**src/rtl/fetch_unit.sv**
```systemverilog
// Sequential instruction fetch: one outstanding read with one-cycle memory latency,
// a two-entry {pc, instr} FIFO towards the consumer, redirect flush and miss replay.

`ifndef DATA_WIDTH
`define DATA_WIDTH 32
`endif
`ifndef IMEM_ADDR_WIDTH
`define IMEM_ADDR_WIDTH 10
`endif

module fetch_unit #(
  parameter int          DATA_WIDTH = `DATA_WIDTH,
  parameter int          ADDR_WIDTH = `IMEM_ADDR_WIDTH,
  parameter logic [31:0] RESET_PC   = 32'h0000_0000
) (
  input  logic                  clk,
  input  logic                  rst,
  output logic [ADDR_WIDTH-1:0] imem_address,
  input  logic [DATA_WIDTH-1:0] imem_read_data,
  input  logic                  imem_read_data_valid,
  input  logic                  redirect_valid,
  input  logic [31:0]           redirect_pc,
  output logic                  instr_valid,
  output logic [DATA_WIDTH-1:0] instr,
  output logic [31:0]           instr_pc,
  input  logic                  instr_ready
);

  logic [31:0]           fetch_pc_r;
  logic [31:0]           fetch_pc_s;
  logic                  inflight_r;
  logic                  inflight_s;
  logic [31:0]           inflight_pc_r;
  logic [31:0]           inflight_pc_s;

  logic                  head_valid_r;
  logic                  head_valid_s;
  logic [31:0]           head_pc_r;
  logic [31:0]           head_pc_s;
  logic [DATA_WIDTH-1:0] head_instr_r;
  logic [DATA_WIDTH-1:0] head_instr_s;
  logic                  tail_valid_r;
  logic                  tail_valid_s;
  logic [31:0]           tail_pc_r;
  logic [31:0]           tail_pc_s;
  logic [DATA_WIDTH-1:0] tail_instr_r;
  logic [DATA_WIDTH-1:0] tail_instr_s;

  logic                  pop_s;
  logic                  push_s;
  logic                  miss_s;
  logic                  issue_s;
  logic [1:0]            occupancy_s;

  assign imem_address = fetch_pc_r[ADDR_WIDTH+1:2];
  assign instr_valid  = head_valid_r;
  assign instr        = head_instr_r;
  assign instr_pc     = head_pc_r;

  // Per-cycle transfer, response and issue qualifiers.
  always_comb begin
    pop_s       = head_valid_r & instr_ready;
    push_s      = 1'b0;
    miss_s      = 1'b0;
    issue_s     = 1'b0;
    // buffered + outstanding slots still owed after this cycle's pop; never exceeds 2
    occupancy_s = ({1'b0, head_valid_r} + {1'b0, tail_valid_r} + {1'b0, inflight_r})
                  - {1'b0, pop_s};
    if (redirect_valid) begin
      issue_s = 1'b0;
    end else begin
      push_s  = inflight_r & imem_read_data_valid;
      miss_s  = inflight_r & ~imem_read_data_valid;
      // a dropped response rewinds fetch_pc, so nothing newer may be issued alongside it
      issue_s = ~miss_s & (occupancy_s < 2'd2);
    end
  end

  // Next fetch address and outstanding-read tracking.
  always_comb begin
    fetch_pc_s    = fetch_pc_r;
    inflight_s    = 1'b0;
    inflight_pc_s = inflight_pc_r;
    if (redirect_valid) begin
      fetch_pc_s = redirect_pc & 32'hFFFF_FFFC;
      inflight_s = 1'b0;
    end else if (miss_s) begin
      fetch_pc_s = inflight_pc_r;
      inflight_s = 1'b0;
    end else if (issue_s) begin
      fetch_pc_s    = fetch_pc_r + 32'd4;
      inflight_s    = 1'b1;
      inflight_pc_s = fetch_pc_r;
    end else begin
      inflight_s = 1'b0;
    end
  end

  // Next FIFO contents; the head entry always drives the consumer outputs.
  always_comb begin
    head_valid_s = head_valid_r;
    head_pc_s    = head_pc_r;
    head_instr_s = head_instr_r;
    tail_valid_s = tail_valid_r;
    tail_pc_s    = tail_pc_r;
    tail_instr_s = tail_instr_r;
    if (redirect_valid) begin
      head_valid_s = 1'b0;
      tail_valid_s = 1'b0;
    end else begin
      case ({push_s, pop_s})
        2'b10: begin
          if (!head_valid_r) begin
            head_valid_s = 1'b1;
            head_pc_s    = inflight_pc_r;
            head_instr_s = imem_read_data;
          end else begin
            tail_valid_s = 1'b1;
            tail_pc_s    = inflight_pc_r;
            tail_instr_s = imem_read_data;
          end
        end
        2'b01: begin
          head_valid_s = tail_valid_r;
          head_pc_s    = tail_pc_r;
          head_instr_s = tail_instr_r;
          tail_valid_s = 1'b0;
        end
        2'b11: begin
          if (tail_valid_r) begin
            head_pc_s    = tail_pc_r;
            head_instr_s = tail_instr_r;
            tail_pc_s    = inflight_pc_r;
            tail_instr_s = imem_read_data;
          end else begin
            head_pc_s    = inflight_pc_r;
            head_instr_s = imem_read_data;
          end
        end
        default: begin
          head_valid_s = head_valid_r;
          tail_valid_s = tail_valid_r;
        end
      endcase
    end
  end

  // State registers, cleared asynchronously by rst.
  always_ff @(posedge clk or posedge rst) begin
    if (rst) begin
      fetch_pc_r    <= RESET_PC;
      inflight_r    <= 1'b0;
      inflight_pc_r <= 32'h0000_0000;
      head_valid_r  <= 1'b0;
      head_pc_r     <= 32'h0000_0000;
      head_instr_r  <= {DATA_WIDTH{1'b0}};
      tail_valid_r  <= 1'b0;
      tail_pc_r     <= 32'h0000_0000;
      tail_instr_r  <= {DATA_WIDTH{1'b0}};
    end else begin
      fetch_pc_r    <= fetch_pc_s;
      inflight_r    <= inflight_s;
      inflight_pc_r <= inflight_pc_s;
      head_valid_r  <= head_valid_s;
      head_pc_r     <= head_pc_s;
      head_instr_r  <= head_instr_s;
      tail_valid_r  <= tail_valid_s;
      tail_pc_r     <= tail_pc_s;
      tail_instr_r  <= tail_instr_s;
    end
  end

endmodule

```
**config.mk**
```make
export PLATFORM = sky130hd
export DESIGN_NAME = fetch_unit
export DESIGN_NICKNAME = d
export VERILOG_FILES = /design/src/rtl/fetch_unit.sv
export SDC_FILE = /design/constraint.sdc
export NUM_CORES = 1
export LEC_CHECK = 0
export ABC_AREA = 1
export CAP_MARGIN = 10
export CORE_ASPECT_RATIO = 0.5
export CORE_MARGIN = 2
export CORE_UTILIZATION = 58
export CTS_CLUSTER_SIZE = 28
export DETAILED_ROUTE_END_ITERATION = 10
export PLACE_DENSITY = 0.88
export SYNTH_ARGS = -nofsm -noshare
export SYNTH_HDL_FRONTEND = slang
export SYNTH_SLANG_ARGS = --single-unit
```
**constraint.sdc**
```tcl
create_clock -name clk -period 14.8 [get_ports clk]
set_clock_uncertainty 0.1 [all_clocks]
set_input_delay 4.44 -clock clk [delete_from_list [all_inputs] [get_ports clk]]
set_output_delay 4.44 -clock clk [all_outputs]
set_load 0.02 [all_outputs]
```
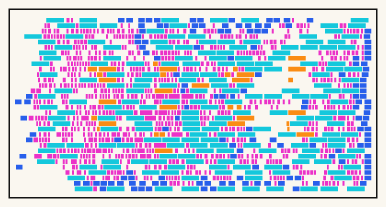
**Above:** run 1 (placed cells, one colour a class).
Scale: 2 px per um.
legend:
  orange:
    class: clock drivers and dummy loads
    cells: 32
  magenta:
    class: all other logic
    cells: 896
  blue:
    class: other buffers and delay cells
    cells: 147
  cyan:
    class: flip-flops
    cells: 195
fin area: 0.0111 mm^2
Seq/total area: 43.8%
Rows: 32
core box area: 0.0155 mm^2

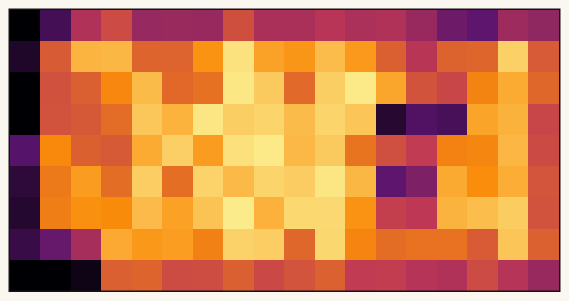
**Above:** run 1 (cell density map).
Scale: 3 px per um. The die is cut into 18 by 9 equal tiles; black is low, pale yellow is high, 0 to 100% covered.
fullest tile: 96%
mean over tiles: 64%
densest ninth of the die: centre
tiles over 75% full: 40%
nearly empty tiles: 3.1%
Final Util: 71.7%
Pre-Place Util: 59.8%

==> qor.csv, run 1 <==
stage,metric,value,unit
power,power_switching,0.582,mW
power,p_int,1.09,mW
cts,hold_buffers,0,
cts,cts_root_buf,clkbuf_16,
logic_synthesis,async_flop_share,100,%
grt,grtUsageTotal,28.9,%
sta,holdWs,0.382,ns
sta,finalCritPeriodShare,48.6,%
cells_and_area,mostFrequentLayoutCells,"352 x nand2_1, 195 x dfrtp_1, 180 x o21ai_0, 141 x clkdlybuf4s50_1, 108 x inv_1",
drt,drtIter0Drc,960,
sta,setup_viol,0,
sta,fin_setup_tns,0,ns
cts,cts_resized,0,
job,warning_count,34,
job,maxCapViolCount,0,
cells_and_area,mostFrequentLayoutCell,nand2_1,
logic_synthesis,numSynthFlops,195,
power,p_per_area,150,mW/mm^2
logic_synthesis,area_leaders,"dfrtp_1 53%, nand2_1 14%, o21ai_0 9.7%",
drt,vias,8327,
floorplanning,dieArea,0.0171,mm^2
logic_synthesis,fp_nets,1237,
drt,drcViolationCount,0,
cts,cts_tree,done,
place,placed_cell_area,0.0106,mm^2
sta,slew_headroom,24.9,%
place,dp_hpwl,15300,um
sta,max_freq,0.139,GHz
outcome,outcome,finished clean,
power,sw_frac_of_total,34.8,%
power,leakagePower,5.27,nW
logic_synthesis,syn_area_per_cell,7.98,um^2
grt,grt_pass1_vias,7924,
place,pre_cts_ws,7.28,ns
drt,drt-total-wl,23700,um
sta,max_slew.worst_pin.slew,1.13,ns
cells_and_area,n_antenna_cell,0,
logic_synthesis,synth_top_flop_cell,dfrtp_1,
drt,drt_first_pass_iters,5,
cts,clock_path_buffers,2,
grt,grt_max_degree,129,
logic_synthesis,yosys_area,0.00929,mm^2
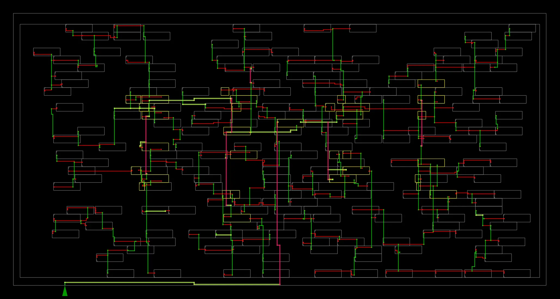
**Above:** run 1 (the clock network).
number of CTS-inserted buffers: 17
Clock Sinks: 195
P_clk: 0.432 mW
flop count: 195

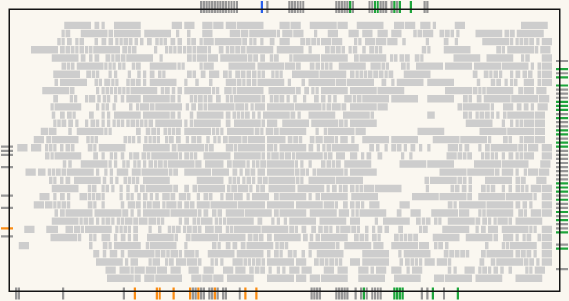
**Above:** run 1 (I/O pins on the die edge).
Scale: 3 px per um. Pins as bars across the die edge, other pins in grey.
legend:
  blue:
    port: `instr_ready`
    pins: 1
    direction: input
    edge: top
  green:
    port: `imem_read_data`
    pins: 32
    direction: input
    edge: 19 right, 7 bottom, 6 top
  orange:
    port: `imem_address`
    pins: 10
    direction: output
    edge: 9 bottom, 1 left
Die W: 183 um
Die Height: 93.5 um
# port buffers: 141

-- run 1: Yosys cell counts, types with 8 or more instances --
library cell  number
a22oi_1           10
inv_1            109
buf_6              8
dfrtp_1          195
clkbuf_1          15
a21oi_1           80
o21ai_1           10
buf_4             16
nor2_1            71
nand3_1           44
buf_2             34
nand2_1          352
o21ai_0          180
-- run 1: cell families after synthesis --
| kind of cell | Yosys count | synth area share [%] |
|---|---|---|
| AND-OR/OR-AND | 296 | 16.7 |
| XOR/XNOR | 2 | 0.189 |
| buffers and inverters | 187 | 9.36 |
| flip-flops | 195 | 52.5 |
| AND/OR/NAND/NOR | 482 | 20.8 |
| adder cells (fa/ha/maj) | 3 | 0.404 |
-- run 1: per-layer routing --
metal  track usage, %  share of wire (%)  vias up
met5                0                  0        -
met4             10.6                2.4        0
li1                 -                  -     3930
met1             40.5                 43     3951
met2             45.2                 46      383
met3             5.72                8.6       63
-- run 1: per-stage QoR --
stage	util (%)	cells
2_1_floorplan	-	1165
3_5_place_dp	68.2	1442
6_report	71.7	1474
4_1_cts	71.7	1474
3_3_place_gp	68.2	1442
5_1_grt	71.7	1474
-- run 1: area by class of cell --
cell class / instances / area [um^2]
clock buffer: 19 / 443
clock inverter: 13 / 100
fill: 1155 / 4390
inverter: 113 / 437
multi-input combinational: 783 / 3570
sequential: 195 / 4880
tap: 204 / 255
timing repair buffer: 147 / 1460
-- run 1: worst max-delay path: stages --
cell and delay (ns):
clkdlybuf4s50_1 0.45, nand2_1 0.09, inv_2 0.17, ha_1 0.26
inv_1 0.06, ha_1 0.22, nand2_1 0.08, a21o_1 0.21
nand3_4 0.53, nand2_4 0.60, nand2_1 0.17, nand2_1 0.13
-- run 1: registers in the layout, indices dropped and copies added (netlist names) --
| name | count |
|---|---|
| inflight_r | 1 |
| instr_pc | 32 |
| tail_pc_r | 32 |
| instr | 32 |
| tail_valid_r | 1 |
| tail_instr_r | 32 |
| inflight_pc_r | 32 |
| instr_valid | 1 |
| fetch_pc_r | 32 |
-- run 1: power groups by stage --
stage               combinational [mW]  sequential, mW  clock [mW]
finish                           0.491           0.749       0.432
floorplan                        0.196           0.818           0
global placement                 0.472           0.746           0
CTS                              0.492           0.746       0.435
global route                     0.536           0.764       0.458
detailed placement               0.487           0.755           0
-- run 1: worst paths after layout --
| path | from | to | slack (ns) | cells past startpoint |
|---|---|---|---|---|
| worst max register to register | instr_valid | fetch_pc_r[10] | 11.51 | 11 |
| worst min-delay path | instr_pc[29] | instr_pc[29] | 0.38 | 2 |
| worst min register to register | instr_pc[29] | instr_pc[29] | 0.38 | 2 |
| max in group asynchronous | rst | fetch_pc_r[15] | 8.56 | 3 |
| worst max-delay path | instr_ready | fetch_pc_r[10] | 7.61 | 12 |
| min in group asynchronous | rst | tail_instr_r[16] | 4.48 | 2 |
## Run 2: what changed since run 1
- CORE_UTILIZATION: 58 -> 54
- PLACE_DENSITY: 0.88 -> 0.83
- clock period: 14.8 -> 6.7 ns (I/O delays scaled with it)
==> qor.csv, run 2 <==
stage,metric,value,unit
logic_synthesis,ys_warn_count,0,
worst_hold_path,min_path_cells,2,
power,sw_frac_of_total,34.8,%
sta,max_freq,0.210,GHz
power,p_comb_share,29.2,%
sta,setup_viol,0,
logic_synthesis,yosys-top-cells-count,"352 x nand2_1, 195 x dfrtp_1, 180 x o21ai_0",
logic_synthesis,netlist_area,0.00929,mm^2
worst_hold_path,hp-class,reg -> reg,
worst_setup_path,r2r_slack,3.49,ns
sta,period_minus_slack,4.76,ns
grt,grtUsageTotal,25.6,%
job,warning_count,30,
grt,grt_max_degree,196,
cells_and_area,n_fill_cell,1327,
worst_setup_path,r2r-end,fetch_pc_r[11],
worst_setup_path,rr_startpoint,instr_valid,
place,dp_hpwl,15100,um
drt,drcViolationCount,0,
logic_synthesis,fp_nets,1237,
worst_setup_path,critPathMaxStageDelay,0.58,ns
power,p_int,2.42,mW
drt,drtIter0Drc,689,
sta,finalHoldViolCount,0,
cells_and_area,areaGrowthSynthToFinish,20.8,%
logic_synthesis,yosys_area,0.00929,mm^2
grt,grt_pass1_wl,38000,um
worst_setup_path,required,6.97,ns
outcome,outcome,finished clean,
grt,grt_pass1_vias,7645,
cells_and_area,n_antenna_cell,0,
sta,drv_slew,0,
sta,fin_setup_tns,0,ns
drt,drt_first_pass_iters,5,
cells_and_area,mostFrequentLayoutCells,"352 x nand2_1, 195 x dfrtp_1, 180 x o21ai_0, 141 x clkdlybuf4s50_1, 108 x inv_1",
cts,clock_latency,0.43,ns
power,power_switching,1.29,mW
worst_setup_path,reg2reg_depth,11,
floorplanning,die_y,96.8,um
worst_hold_path,hold_end,instr_pc[1],
power,leakagePower,5.30,nW
floorplanning,dieArea,0.0183,mm^2
floorplanning,boundaryPins,144,
logic_synthesis,largest_area_cell,dfrtp_1,
cts,clkSinkCount,195,
worst_hold_path,hold_start,instr_pc[1],
worst_setup_path,critical_path.max_fanout,60,
cells_and_area,regArea,0.00488,mm^2
drt,drt-total-wl,22800,um
logic_synthesis,async_flop_share,100,%
place,placed_cell_area,0.0106,mm^2
worst_setup_path,cp-end-kind,flop,
cts,cts_root_buf,clkbuf_16,
cts,clk_pin_slew,0.08,ns
place,portBuffers,141,
drt,vias_per_cell,5.36,
logic_synthesis,syn_area_per_cell,7.98,um^2
worst_setup_path,critPathSlowestCell,nand2_4,
cells_and_area,drive_gt1_share,4.33,%
cts,cts_resized,0,
cts,hold_buffers,0,
cts,numCtsBuffers,17,
drt,drt.antenna.violating_nets,0,
worst_setup_path,timing.critical_path.mode_cell,nand2_1,
logic_synthesis,top_cell,nand2_1,
worst_setup_path,worstSetupPathType,in -> reg,
sta,slew_headroom,27.2,%
floorplanning,die-width,190,um
logic_synthesis,synth_top_flop_cell,dfrtp_1,
sta,rsz0062_at_grt,false,
cts,clock_path_buffers,2,
cells_and_area,comb_area,0.00357,mm^2
sta,max_slew.worst_pin.slew,1.09,ns
worst_setup_path,path_cells,clkdlybuf4s50_1 > nand2_1 > inv_2 > ha_1 > inv_1 > ha_1 > nand2_1 > a21o_1 > nand3_4 > nand2_4 > o21ai_0 > nand2_1,
power,pwr-share-clk,26.4,%
sta,finalCritPeriodShare,71.1,%
cts,cts_tree,done,
place,place_congestion,0.910,
cells_and_area,mostFrequentLayoutCell,nand2_1,
cts,cts_max_level,4,
logic_synthesis,numSynthFlops,195,
job,maxCapViolCount,0,
power,p_per_area,330,mW/mm^2
logic_synthesis,area_leaders,"dfrtp_1 53%, nand2_1 14%, o21ai_0 9.7%",
drt,vias,8028,
-- run 2: cell types whose count changed in the layout (fill, tap and decap cells not counted), sizes merged --
cell      previous run  this run
clkinv               3         6
clkinvlp             5         2
buf                  6         7
clkbuf              19        18
-- run 2: critical path, delay by kind of cell --
family | cells | cell delay (ns)
compound gates | 2 | 0.39
fa+ha+maj | 2 | 0.47
buf+inv | 3 | 0.72
simple gates | 5 | 1.38
-- run 2: worst max-delay path by stage --
stage / from / endpoint / slack (ns) / depth (start not counted)
2_1_floorplan: rst / fetch_pc_r[0] / 2.07 / 1
3_3_place_gp: instr_ready / fetch_pc_r[4] / 1.67 / 12
3_5_place_dp: instr_ready / fetch_pc_r[6] / 1.59 / 12
4_1_cts: instr_ready / fetch_pc_r[28] / 1.97 / 12
5_1_grt: instr_ready / fetch_pc_r[28] / 1.74 / 12
6_report: instr_ready / fetch_pc_r[11] / 1.94 / 12
-- run 2: logic make-up after synthesis --
logic type / share of synthesized area [%]
AND/OR/NAND/NOR: 20.8
AND-OR/OR-AND: 16.7
flip-flops: 52.5
buffers and inverters: 9.36
adder cells (fa/ha/maj): 0.404
XOR/XNOR: 0.189
-- run 2: per-layer routing --
layer | share of wire [%] | GRT usage (%)
met1 | 46 | 36.3
met4 | 1.2 | 5.25
met5 | 0 | 0
met2 | 47 | 42.0
met3 | 5.6 | 4.03
-- run 2: power groups by stage --
| stage | clock, mW | combinational, mW | sequential [mW] |
|---|---|---|---|
| final | 0.979 | 1.08 | 1.65 |
| after global placement | 0 | 1.05 | 1.65 |
| after detailed placement | 0 | 1.08 | 1.66 |
| after floorplan | 0 | 0.433 | 1.81 |
| after global routing | 1.04 | 1.19 | 1.68 |
| after CTS | 0.987 | 1.09 | 1.64 |
-- run 2: cell type report --
type                    count  area share (%)
well taps                 227            2.53
flip-flops and latches    195            43.5
clock inverters            13            1.06
repair buffers            148            13.4
clock buffers              18            3.91
inverters                 113            3.86
multi-input cells         783            31.8
-- run 2: stage by stage --
| step | hold slack, ns | power [mW] | worst slack (ns) | instances | utilization [%] |
|---|---|---|---|---|---|
| 2_1_floorplan | 0.348 | 2.24 | 2.07 | 1165 | - |
| 3_3_place_gp | 0.361 | 2.70 | 1.67 | 1465 | 64.2 |
| 3_5_place_dp | 0.364 | 2.74 | 1.59 | 1465 | 64.2 |
| 4_1_cts | 0.382 | 3.72 | 1.97 | 1496 | 67.5 |
| 5_1_grt | 0.400 | 3.90 | 1.74 | 1497 | 67.6 |
| 6_report | 0.379 | 3.71 | 1.94 | 1497 | 67.6 |
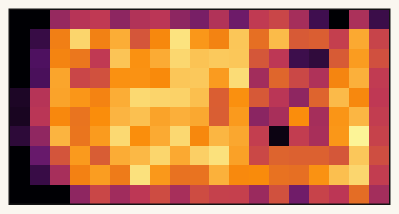
**Above:** run 2 (cell density map).
Scale: 2 px per um. The die is cut into 19 by 10 equal tiles; black is low, pale yellow is high, 0 to 100% covered.
fullest tile: 98%
densest ninth of the die: centre
nearly empty tiles: 5.8%
tiles over 75% full: 36%
mean over tiles: 60%
core box area: 0.0166 mm^2
Pre-Place Util: 56.0%
Final Util: 67.6%

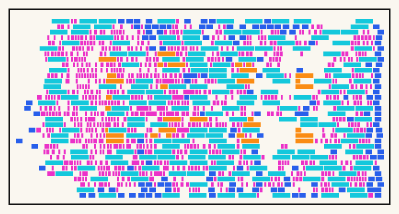
**Above:** run 2 (placed cells, one colour a class).
Scale: 2 px per um.
legend:
  blue:
    class: other buffers and delay cells
    cells: 148
  cyan:
    class: flip-flops
    cells: 195
  magenta:
    class: all other logic
    cells: 896
  orange:
    class: clock drivers and dummy loads
    cells: 31
fin area: 0.0112 mm^2
Seq/total area: 43.5%
Rows: 33

## Run 3: what changed since run 2
- CORE_UTILIZATION: 54 -> 49
- PLACE_DENSITY: 0.83 -> 0.8
- clock period: 6.7 -> 4.35 ns (I/O delays scaled with it)
==> qor.csv, run 3 <==
stage,metric,value,unit
sta,max_slew.worst_pin.slew,0.731,ns
floorplanning,rows,35,
cts,numCtsBuffers,17,
cells_and_area,design_area,0.0114,mm^2
logic_synthesis,netlist_area,0.00929,mm^2
drt,drcViolationCount,0,
grt,grt_max_degree,71,
job,maxCapViolCount,0,
logic_synthesis,largest_area_cell,dfrtp_1,
power,p_per_area,515,mW/mm^2
logic_synthesis,logic_family,simple AND/OR/NAND/NOR gates,
logic_synthesis,yosys-top-cells-count,"352 x nand2_1, 195 x dfrtp_1, 180 x o21ai_0",
worst_setup_path,r2r_slack,1.74,ns
floorplanning,die_y,101,um
drt,drt.antenna.violating_nets,0,
logic_synthesis,ys_warn_count,0,
floorplanning,initial_core_util,50.3,%
sta,slew_headroom,51.2,%
place,placed_cell_area,0.0108,mm^2
outcome,outcome,finished clean,
logic_synthesis,numSynthFlops,195,
floorplanning,core_area,0.0185,mm^2
logic_synthesis,yosys_area,0.00929,mm^2
logic_synthesis,synthSimpleGateAreaFrac,20.8,%
cts,clk_pin_slew,0.08,ns
grt,grtUsageMet2,37.3,%
worst_setup_path,cp-end-kind,flop,
grt,grt_pass1_wl,37900,um
worst_hold_path,min_path_cells,2,
logic_synthesis,fp_nets,1237,
sta,setup_ws,0.905,ns
sta,max_freq,0.290,GHz
cts,hold_buffers,0,
floorplanning,die-width,199,um
logic_synthesis,async_flop_share,100,%
drt,drt-total-wl,23000,um
drt,vias_per_cell,5.27,
sta,fin_setup_tns,0,ns
worst_setup_path,r2r-end,fetch_pc_r[4],
logic_synthesis,syn_area_per_cell,7.98,um^2
cts,cts_root_buf,clkbuf_16,
logic_synthesis,ys_sh_aoi,16.7,%
worst_hold_path,hold_start,instr[24],
sta,rsz0062_at_grt,false,
logic_synthesis,ys_sh_adder,0.404,%
job,warning_count,28,
grt,grt_use_met1,34.1,%
cells_and_area,mostFrequentLayoutCell,nand2_1,
power,sw_frac_of_total,33.6,%
cts,cts_resized,0,
drt,drtIter0Drc,821,
logic_synthesis,synth_top_flop_cell,dfrtp_1,
sta,period_minus_slack,3.45,ns
grt,grt_pass1_vias,7582,
place,dp.cells,1504,
power,pwr-share-clk,28.5,%
worst_setup_path,rr_startpoint,instr_valid,
sta,finalHoldViolCount,0,
worst_setup_path,worstSetupPathType,in -> reg,
worst_setup_path,critical_path.max_fanout,36,
power,leakagePower,5.38,nW
cells_and_area,n_fill_cell,1563,
worst_setup_path,path_cells,clkdlybuf4s50_1 > nand2_1 > inv_2 > ha_1 > inv_1 > ha_1 > nand2_1 > a21o_1 > nand3_4 > nand2_4 > o21ai_0 > o21ai_0,
cells_and_area,final_cells,1536,
drt,drt_first_pass_iters,5,
sta,finalCritPeriodShare,79.2,%
grt,busiest_layer,met2,
worst_setup_path,reg2reg_depth,11,
logic_synthesis,top_cell,nand2_1,
worst_setup_path,critPathSlowestCell,clkdlybuf4s50_1,
logic_synthesis,xor_area_share,0.189,%
cells_and_area,drive_gt1_share,4.86,%
cts,clock_latency,0.43,ns
power,power.total,5.89,mW
floorplanning,boundaryPins,144,
place,dp_hpwl,15700,um
cells_and_area,n_antenna_cell,0,
worst_setup_path,required,4.60,ns
cells_and_area,mostFrequentLayoutCells,"352 x nand2_1, 195 x dfrtp_1, 180 x o21ai_0, 141 x clkdlybuf4s50_1, 108 x inv_1",
## run 3: cell counts after synthesis
No cell type changed its count.
## run 3: cell families after synthesis
family | after synthesis
flip-flops | 195
AND/OR/NAND/NOR | 482
XOR/XNOR | 2
adder cells (fa/ha/maj) | 3
buffers and inverters | 187
AND-OR/OR-AND | 296
## run 3: worst max-delay path by stage
stage          slack (ns)        start            end
2_1_floorplan        0.43          rst  fetch_pc_r[0]
3_5_place_dp         0.50  instr_ready  fetch_pc_r[4]
6_report             0.90  instr_ready  fetch_pc_r[4]
3_3_place_gp         0.54  instr_ready  fetch_pc_r[4]
4_1_cts              0.94  instr_ready  fetch_pc_r[7]
5_1_grt              0.72  instr_ready  fetch_pc_r[4]
## run 3: final cells by class
class / count / area [um^2] / area share, %
clock buffers: 18 / 439 / 3.84
well taps: 259 / 324 / 2.84
repair buffers: 154 / 1580 / 13.9
inverters: 113 / 433 / 3.79
multi-input cells: 783 / 3570 / 31.3
flip-flops and latches: 195 / 4880 / 42.7
clock inverters: 14 / 193 / 1.69
## run 3: metrics by stage
step                      util [%]  hold WS (ns)
final                         61.8         0.378
after global routing          61.8         0.402
after CTS                     61.8         0.385
after detailed placement      58.4         0.366
after global placement        58.4         0.362
after floorplan                  -         0.348
## run 3: critical path, delay by kind of cell
family | cells | cell delay (ns)
adders and majority gates | 2 | 0.46
and+or+nand+nor | 4 | 0.74
AOI/OAI and AO/OA | 3 | 0.47
buffers and inverters | 3 | 0.70
## run 3: metal layers
layer  up-vias  part of all wire (%)  wire [um]
li1       3929                     -          -
met1      3879                    46      10700
met2       256                    46      10600
met3        28                   6.2       1420
met4         0                   1.6        369
met5         -                     0          0
## run 3: power groups by stage
stage               clock network (mW)  registers (mW)  logic [mW]
floorplan                            0            2.78       0.667
global placement                     0            2.55        1.62
detailed placement                   0            2.57        1.66
CTS                               1.71            2.54        1.67
global route                      1.78            2.60        1.83
finish                            1.68            2.55        1.66
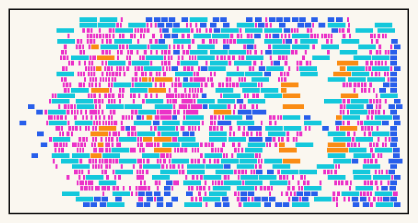
**Above:** run 3 (placed cells, one colour a class).
Scale: 2 px per um.
legend:
  blue:
    class: other buffers and delay cells
    cells: 154
  magenta:
    class: all other logic
    cells: 896
  orange:
    class: clock drivers and dummy loads
    cells: 32
  cyan:
    class: flip-flops
    cells: 195

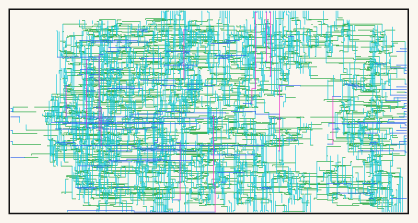
**Above:** run 3 (wiring by layer).
Scale: 2 px per um.
legend:
  magenta:
    layer: met4
    wire_length: 369 um
  cyan:
    layer: met2
    wire_length: 10,600 um
  green:
    layer: met1
    wire_length: 10,700 um
  blue:
    layer: met3
    wire_length: 1,420 um
vias: 8,092
gr usage total: 23.7%

Power and IR drop assume default switching activity.
